### Cells coloured by class, run 1

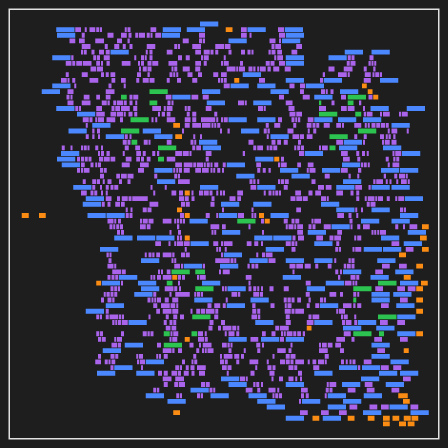
### Track usage over the die, run 1

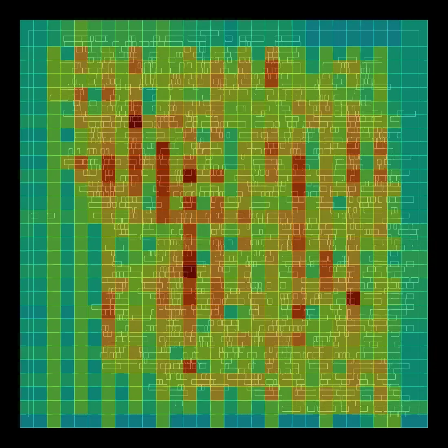
### Sequential cells grouped by signal name, run 1

Other sequential cells in the stronger grey, the rest of the logic in the fainter grey.
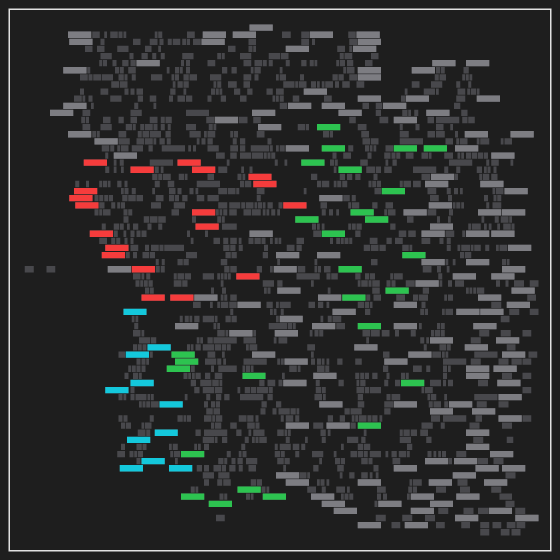
### Placement density heat map, run 1

21 x 21 tiles, from black (low) to pale yellow (high), 0 to 100% covered.
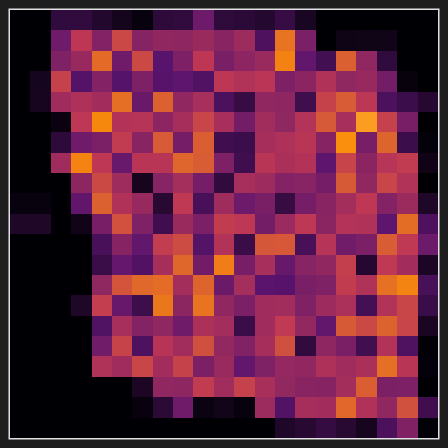
<file path="config.mk">
export PLATFORM = sky130hd
export DESIGN_NAME = centroid_sequencer
export DESIGN_NICKNAME = d
export VERILOG_FILES = /design/src/rtl/centroid_sequencer.sv
export SDC_FILE = /design/constraint.sdc
export NUM_CORES = 1
export LEC_CHECK = 0
export CAP_MARGIN = 15
export CORE_MARGIN = 4
export CORE_UTILIZATION = 30
export DETAILED_ROUTE_END_ITERATION = 10
export PLACE_DENSITY = 0.42
export SYNTH_ARGS = -nofsm -noshare
export SYNTH_HDL_FRONTEND = slang
export SYNTH_SLANG_ARGS = --single-unit
</file>
<file path="constraint.sdc">
create_clock -name clk -period 6.7 [get_ports clk]
set_input_delay 0.67 -clock clk [delete_from_list [all_inputs] [get_ports clk]]
set_output_delay 0.67 -clock clk [all_outputs]
set_load 0.02 [all_outputs]
</file>
<file path="src/rtl/centroid_sequencer.sv">
// Frame centroid engine: accumulates object-pixel coordinates over one raster
// frame, then divides both sums by the pixel count with a bit-serial restoring divider.
module centroid_sequencer #(
    parameter int INPUT_WIDTH = 11,
    parameter int H_ACTIVE    = 640,
    parameter int V_ACTIVE    = 480,
    parameter int SUM_WIDTH   = 27,
    parameter int COUNT_WIDTH = 19
) (
    input  logic                   clk,
    input  logic                   aresetn,
    input  logic                   frame_start,
    input  logic                   pixel_valid,
    input  logic                   object_pixel,
    output logic [INPUT_WIDTH-1:0] x_position,
    output logic [INPUT_WIDTH-1:0] y_position,
    output logic                   valid_position,
    output logic                   object_found,
    output logic                   busy
);

    typedef enum logic [2:0] {S_IDLE, S_ACCUM, S_DIV_X, S_DIV_Y, S_DONE} state_t;

    localparam int BW = $clog2(SUM_WIDTH + 1);
    localparam logic [BW-1:0]          BIT_LAST = BW'(SUM_WIDTH - 1);
    localparam logic [INPUT_WIDTH-1:0] X_LAST   = INPUT_WIDTH'(H_ACTIVE - 1);
    localparam logic [INPUT_WIDTH-1:0] Y_LAST   = INPUT_WIDTH'(V_ACTIVE - 1);

    state_t r_state, w_state_next;

    logic [INPUT_WIDTH-1:0] r_x, r_y;
    logic [COUNT_WIDTH-1:0] r_count;
    logic [SUM_WIDTH-1:0]   r_xsum, r_ysum;
    logic [SUM_WIDTH-1:0]   r_dvd, r_rem;
    logic [BW-1:0]          r_bit;
    logic [INPUT_WIDTH-1:0] r_qx;
    logic [INPUT_WIDTH-1:0] r_x_pos, r_y_pos;
    logic                   r_valid, r_found;

    logic                   w_start, w_accept, w_hit, w_last, w_x_wrap, w_bit_last;
    logic [INPUT_WIDTH-1:0] w_cur_x, w_cur_y;
    logic [COUNT_WIDTH-1:0] w_cnt_new;
    logic [SUM_WIDTH-1:0]   w_xsum_new, w_ysum_new;
    logic [SUM_WIDTH:0]     w_shift, w_den;
    logic                   w_ge;
    logic [SUM_WIDTH-1:0]   w_rem_next, w_quo_next;

    // A frame_start pixel always restarts the frame at (0,0) with empty accumulators.
    assign w_start  = frame_start & pixel_valid;
    assign w_accept = (r_state == S_ACCUM) ? pixel_valid
                    : (((r_state == S_IDLE) || (r_state == S_DONE)) && w_start);
    assign w_cur_x  = w_start ? '0 : r_x;
    assign w_cur_y  = w_start ? '0 : r_y;
    assign w_hit    = w_accept & object_pixel;
    assign w_x_wrap = (w_cur_x == X_LAST);
    assign w_last   = w_accept && w_x_wrap && (w_cur_y == Y_LAST);

    assign w_cnt_new  = (w_start ? '0 : r_count) + COUNT_WIDTH'(w_hit);
    assign w_xsum_new = (w_start ? '0 : r_xsum) + (w_hit ? SUM_WIDTH'(w_cur_x) : '0);
    assign w_ysum_new = (w_start ? '0 : r_ysum) + (w_hit ? SUM_WIDTH'(w_cur_y) : '0);

    // Restoring divider step; the quotient shifts into the dividend register from the LSB.
    assign w_shift    = {r_rem, r_dvd[SUM_WIDTH-1]};
    assign w_den      = (SUM_WIDTH + 1)'(r_count);
    assign w_ge       = (w_shift >= w_den);
    assign w_rem_next = w_ge ? SUM_WIDTH'(w_shift - w_den) : w_shift[SUM_WIDTH-1:0];
    assign w_quo_next = {r_dvd[SUM_WIDTH-2:0], w_ge};
    assign w_bit_last = (r_bit == BIT_LAST);

    always_ff @(posedge clk or negedge aresetn) begin
        if (!aresetn) begin
            r_state <= S_IDLE;
        end else begin
            r_state <= w_state_next;
        end
    end

    always_comb begin
        w_state_next = r_state;
        case (r_state)
            S_IDLE:  if (w_start) w_state_next = S_ACCUM;
            S_ACCUM: if (w_last) w_state_next = (w_cnt_new != '0) ? S_DIV_X : S_DONE;
            S_DIV_X: if (w_bit_last) w_state_next = S_DIV_Y;
            S_DIV_Y: if (w_bit_last) w_state_next = S_DONE;
            S_DONE:  w_state_next = w_start ? S_ACCUM : S_IDLE;
            default: w_state_next = S_IDLE;
        endcase
    end

    always_ff @(posedge clk or negedge aresetn) begin
        if (!aresetn) begin
            r_x     <= '0;
            r_y     <= '0;
            r_count <= '0;
            r_xsum  <= '0;
            r_ysum  <= '0;
            r_dvd   <= '0;
            r_rem   <= '0;
            r_bit   <= '0;
            r_qx    <= '0;
            r_x_pos <= '0;
            r_y_pos <= '0;
            r_valid <= 1'b0;
            r_found <= 1'b0;
        end else begin
            if (w_accept) begin
                r_x     <= w_x_wrap ? '0 : w_cur_x + INPUT_WIDTH'(1);
                r_y     <= w_x_wrap ? w_cur_y + INPUT_WIDTH'(1) : w_cur_y;
                r_count <= w_cnt_new;
                r_xsum  <= w_xsum_new;
                r_ysum  <= w_ysum_new;
            end

            if ((r_state == S_ACCUM) && (w_state_next == S_DIV_X)) begin
                r_dvd <= w_xsum_new;
                r_rem <= '0;
                r_bit <= '0;
            end else if ((r_state == S_DIV_X) || (r_state == S_DIV_Y)) begin
                r_dvd <= w_quo_next;
                r_rem <= w_rem_next;
                r_bit <= r_bit + BW'(1);
                if (w_bit_last) begin
                    r_dvd <= r_ysum;
                    r_rem <= '0;
                    r_bit <= '0;
                end
            end

            if ((r_state == S_DIV_X) && w_bit_last) begin
                r_qx <= w_quo_next[INPUT_WIDTH-1:0];
            end

            // Results are registered on entry to DONE so they are visible with the pulse.
            r_valid <= (w_state_next == S_DONE);
            if ((r_state == S_DIV_Y) && w_bit_last) begin
                r_x_pos <= r_qx;
                r_y_pos <= w_quo_next[INPUT_WIDTH-1:0];
                r_found <= 1'b1;
            end else if ((r_state == S_ACCUM) && (w_state_next == S_DONE)) begin
                r_found <= 1'b0;
            end
        end
    end

    assign x_position     = r_x_pos;
    assign y_position     = r_y_pos;
    assign valid_position = r_valid;
    assign object_found   = r_found;
    assign busy           = (r_state == S_DIV_X) || (r_state == S_DIV_Y) || (r_state == S_DONE);

endmodule

</file>
==> out/results.ini, run 1 <==
[layout]
layout-drive-gt1-share_pct = 7.76
clockNetworkAreaShare_pct = 4.15
layout.cells.most_common = nand2_1
area_growth_pct = 11.1
diodes = 0
largest_class = logic gates
signal_buffers = 45
final-comb-area_um2 = 6580
num-fill-cells = 4013
flop_area_um2 = 4800
final_nets = 1384

[placed_design]
port-buffer-count = 29
gp_congestion = 0.811
dp_hpwl_um = 23600
dpl_cell_area_um2 = 12600

[power_and_ir_drop]
power_density_nw_per_um2 = 198
power-top-group = registers
p_comb_share_pct = 14.2
power_frac_seq_pct = 47.6
p_leak_nw = 5.76
p_int_w = 0.00182
p_sw_share_pct = 30.1
seq_power_w = 0.00124

[timing]
layout_min_cycle_time_ps = 4920
rsz0062_at_grt = false
whs_ps = 257
hold_viol = 0
fmax_ghz = 0.203
slew_violations = 0
worst-slew-pin-transition_ps = 1130
finalSetupViolCount = 0

[clock_tree]
numCtsBuffers = 17
post_cts_buffers = 0
cts.sinks = 192
clock_path_buffers = 2
root_buffer = clkbuf_16
ctsResizeCount = 0

[routing]
finalWirelength_um = 33600
highest_layer = met4
antenna_left = 0
drt_iter0_markers = 634
drt-met1-wl_um = 17500

[floorplan]
initial_core_util_pct = 30.5
ios = 30
die_h_um = 207
die-width_um = 207

[critical_path]
cp_slowest_cell = clkdlybuf4s50_1
rrSetupSlack_ps = 2100
startpoint = pixel_valid
cpPeakStageDelay_ps = 590
cpMostUsedCell = ha_1
worstSetupStartpointType = input port
path_max_fanout = 26
endpoint = r_dvd[4]
crit_arrival_ps = 5250

[synthesis]
synthXorXnorAreaFrac_pct = 5.18
syn_area_um2 = 11800
ys_cells = 1335
ys_sh_simple_pct = 20.2
ys.flops = 192
logic_family = simple AND/OR/NAND/NOR gates
ys_seq_share_pct = 40.6
synthMuxAreaShare_pct = 5.83
adder_share_pct = 5.47
synth_cell_type_count = 71
syn_inst = 1335
async_flop_share_pct = 100
aoi_share_pct = 18.7
area_leaders = dfrtp_1 41%, nand2_1 6.7%, ha_1 5.0%, o21ai_0 4.4%, a21oi_1 3.6%

[outcome]
status = complete, no violations

[job]
tool_warnings = 27

[min_path]
hold_path.class = in2async

[global_route]
grt_pass1_vias = 9399
grt_use_met2_pct = 24.9

About 'Cells coloured by class':
[blue] flops | cells: 192 | share of their area: 38%
[purple] combinational and other logic | cells: 1073 | share of their area: 54%
[green] clock drivers and dummy loads | cells: 31 | share of their area: 4.4%
[orange] other buffers and delay cells | cells: 45 | share of their area: 3.3%
fin util: 33.9%
core area: 38800 um^2
# rows: 72
Final Instance Area: 13200 um^2
Seq/total area: 36.5%

About 'Track usage over the die':
Most Crowded Layer GR: met2
Total Routing Usage GR: 16.1%
grt met1 use: 24.0%

About 'Sequential cells grouped by signal name':
[green] `r_xsum` | sequential cells: 27
[cyan] `r_x` | sequential cells: 11 | where: bottom left
[red] `r_count` | sequential cells: 19
not coloured: 135

About 'Placement density heat map':
nearly empty tiles: 21%
fullest tile: 79%
tiles over 75% full: 0.50%
emptiest ninth of the die: bottom left
mean over tiles: 29%

==> run 2, diff against run 1 <==
==> constraint.sdc (replaced) <==
create_clock -name clk -period 4.9 [get_ports clk]
set_input_delay 0.49 -clock clk [delete_from_list [all_inputs] [get_ports clk]]
set_output_delay 0.49 -clock clk [all_outputs]
set_load 0.02 [all_outputs]
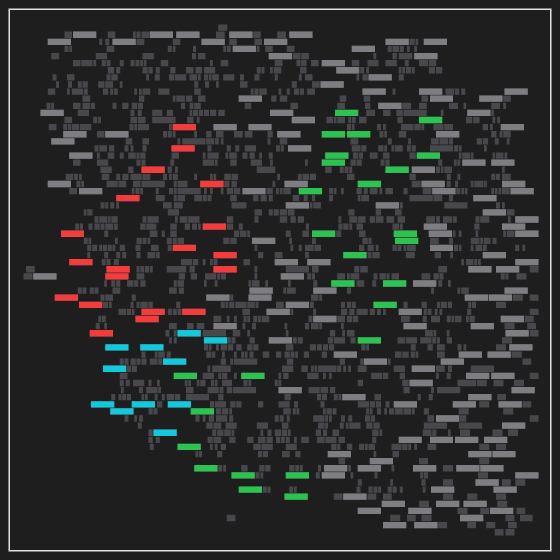
*Sequential cells grouped by signal name, run 2*
Other sequential cells in the stronger grey, the rest of the logic in the fainter grey.
[green] `r_xsum` | sequential cells: 27
[cyan] `r_x` | sequential cells: 11
[red] `r_count` | sequential cells: 19 | where: left middle
not coloured: 135

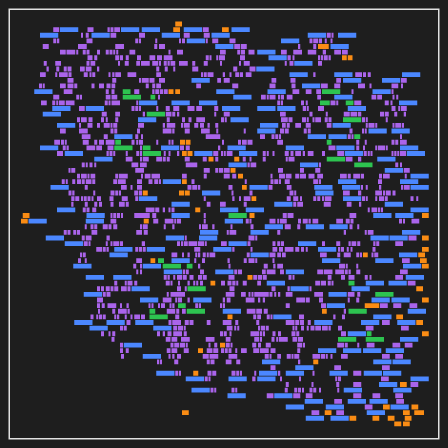
*Cells coloured by class, run 2*
[orange] other buffers and delay cells | cells: 62 | share of their area: 4.4%
[blue] flops | cells: 192 | share of their area: 38%
[purple] combinational and other logic | cells: 1073 | share of their area: 53%
[green] clock drivers and dummy loads | cells: 31 | share of their area: 4.4%

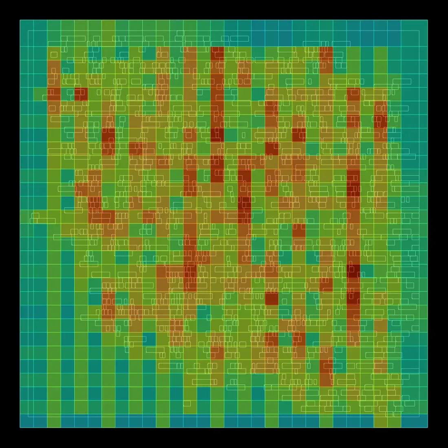
*Track usage over the die, run 2*
Total Routing Usage GR: 16.4%
grt met1 use: 24.1%
DR WL/cell: 18.3 um

==> run 2 against run 1 <==
Clock-buffer cell count down 1. Power up 39%. Via count up 1.3%. Cell count up 0.97%. Cell area up 1.2%. Register-to-register slack worse by 1300 ps. Setup slack worse by 1100 ps. Synthesized cell count unchanged. Critical path depth up 1. Sequential share of layout area down 0.45 points. Clock skew down 1.6 ps. Largest power group unchanged. Highest routed layer unchanged.
==> out/results.ini, run 2 <==
[critical_path]
rrSetupSlack_ps = 800  ; -1300 ps
endpoint = r_dvd[20]
crit_arrival_ps = 4570  ; -680 ps
cpPeakStageDelay_ps = 510  ; -80 ps
startpoint = pixel_valid
path_max_fanout = 19  ; -27%

[layout]
clockNetworkAreaShare_pct = 4.20  ; +0.052 points
flop_area_um2 = 4800  ; unchanged
fin_area_um2 = 13300  ; +1.2%
seq_share_pct = 36.1  ; -0.45 points
signal_buffers = 62  ; +38%
final_nets = 1401  ; +1.2%
final-comb-area_um2 = 6580  ; unchanged
diodes = 1  ; +1
layout.cells.most_common = nand2_1
area_growth_pct = 12.5
num-fill-cells = 4012  ; -0.025%
layout-drive-gt1-share_pct = 8.98  ; +1.2 points

[floorplan]
core_um2 = 38800  ; unchanged
num_rows = 72  ; unchanged
die_h_um = 207  ; unchanged
ios = 30  ; unchanged

[timing]
finalSetupViolCount = 0  ; unchanged
layout_min_cycle_time_ps = 4240
rsz0062_at_grt = false
hold_viol = 0  ; unchanged
whs_ps = 152  ; -105 ps
worst-slew-pin-transition_ps = 1110  ; -16.3 ps

[power_and_ir_drop]
p_comb_share_pct = 14.5  ; +0.3 points
power_frac_seq_pct = 46.7  ; -0.9 points
power-top-group = registers
p_int_w = 0.00250  ; +38%
seq_power_w = 0.00169  ; +36%
p_sw_share_pct = 31.0  ; +0.88 points

[synthesis]
logic_family = simple AND/OR/NAND/NOR gates
synth_cell_type_count = 71  ; unchanged
ys_sh_simple_pct = 20.2  ; unchanged
adder_share_pct = 5.47  ; unchanged
syn_area_um2 = 11800  ; unchanged
area_leaders = dfrtp_1 41%, nand2_1 6.7%, ha_1 5.0%, o21ai_0 4.4%, a21oi_1 3.6%
ys_seq_share_pct = 40.6  ; unchanged
async_flop_share_pct = 100  ; unchanged
synthMuxAreaShare_pct = 5.83  ; unchanged
aoi_share_pct = 18.7  ; unchanged
syn_inst = 1335  ; unchanged
ys_cells = 1335  ; unchanged
synthXorXnorAreaFrac_pct = 5.18  ; unchanged

[min_path]
hold_path.class = in2async

[outcome]
status = complete, no violations

[clock_tree]
numCtsBuffers = 17  ; unchanged
ctsResizeCount = 0  ; unchanged
cts.sinks = 192  ; unchanged
clock_path_buffers = 2  ; unchanged
root_buffer = clkbuf_16
post_cts_buffers = 0  ; unchanged

[routing]
highest_layer = met4
drt-met1-wl_um = 17800  ; +1.6%
drt_iter0_markers = 633  ; -0.16%
antenna_left = 0  ; unchanged

[placed_design]
gp_congestion = 0.806  ; -0.57%
dpl_cell_area_um2 = 12700  ; +1.1%
dp_hpwl_um = 24100  ; +2.1%
port-buffer-count = 29  ; unchanged

[global_route]
grt_use_met2_pct = 25.6  ; +0.71 points
grt.busiest_layer = met2
grt_pass1_vias = 9486  ; +0.93%

[job]
tool_warnings = 30  ; +11%

No activity file was given, so power comes from the tool's default toggle rates.
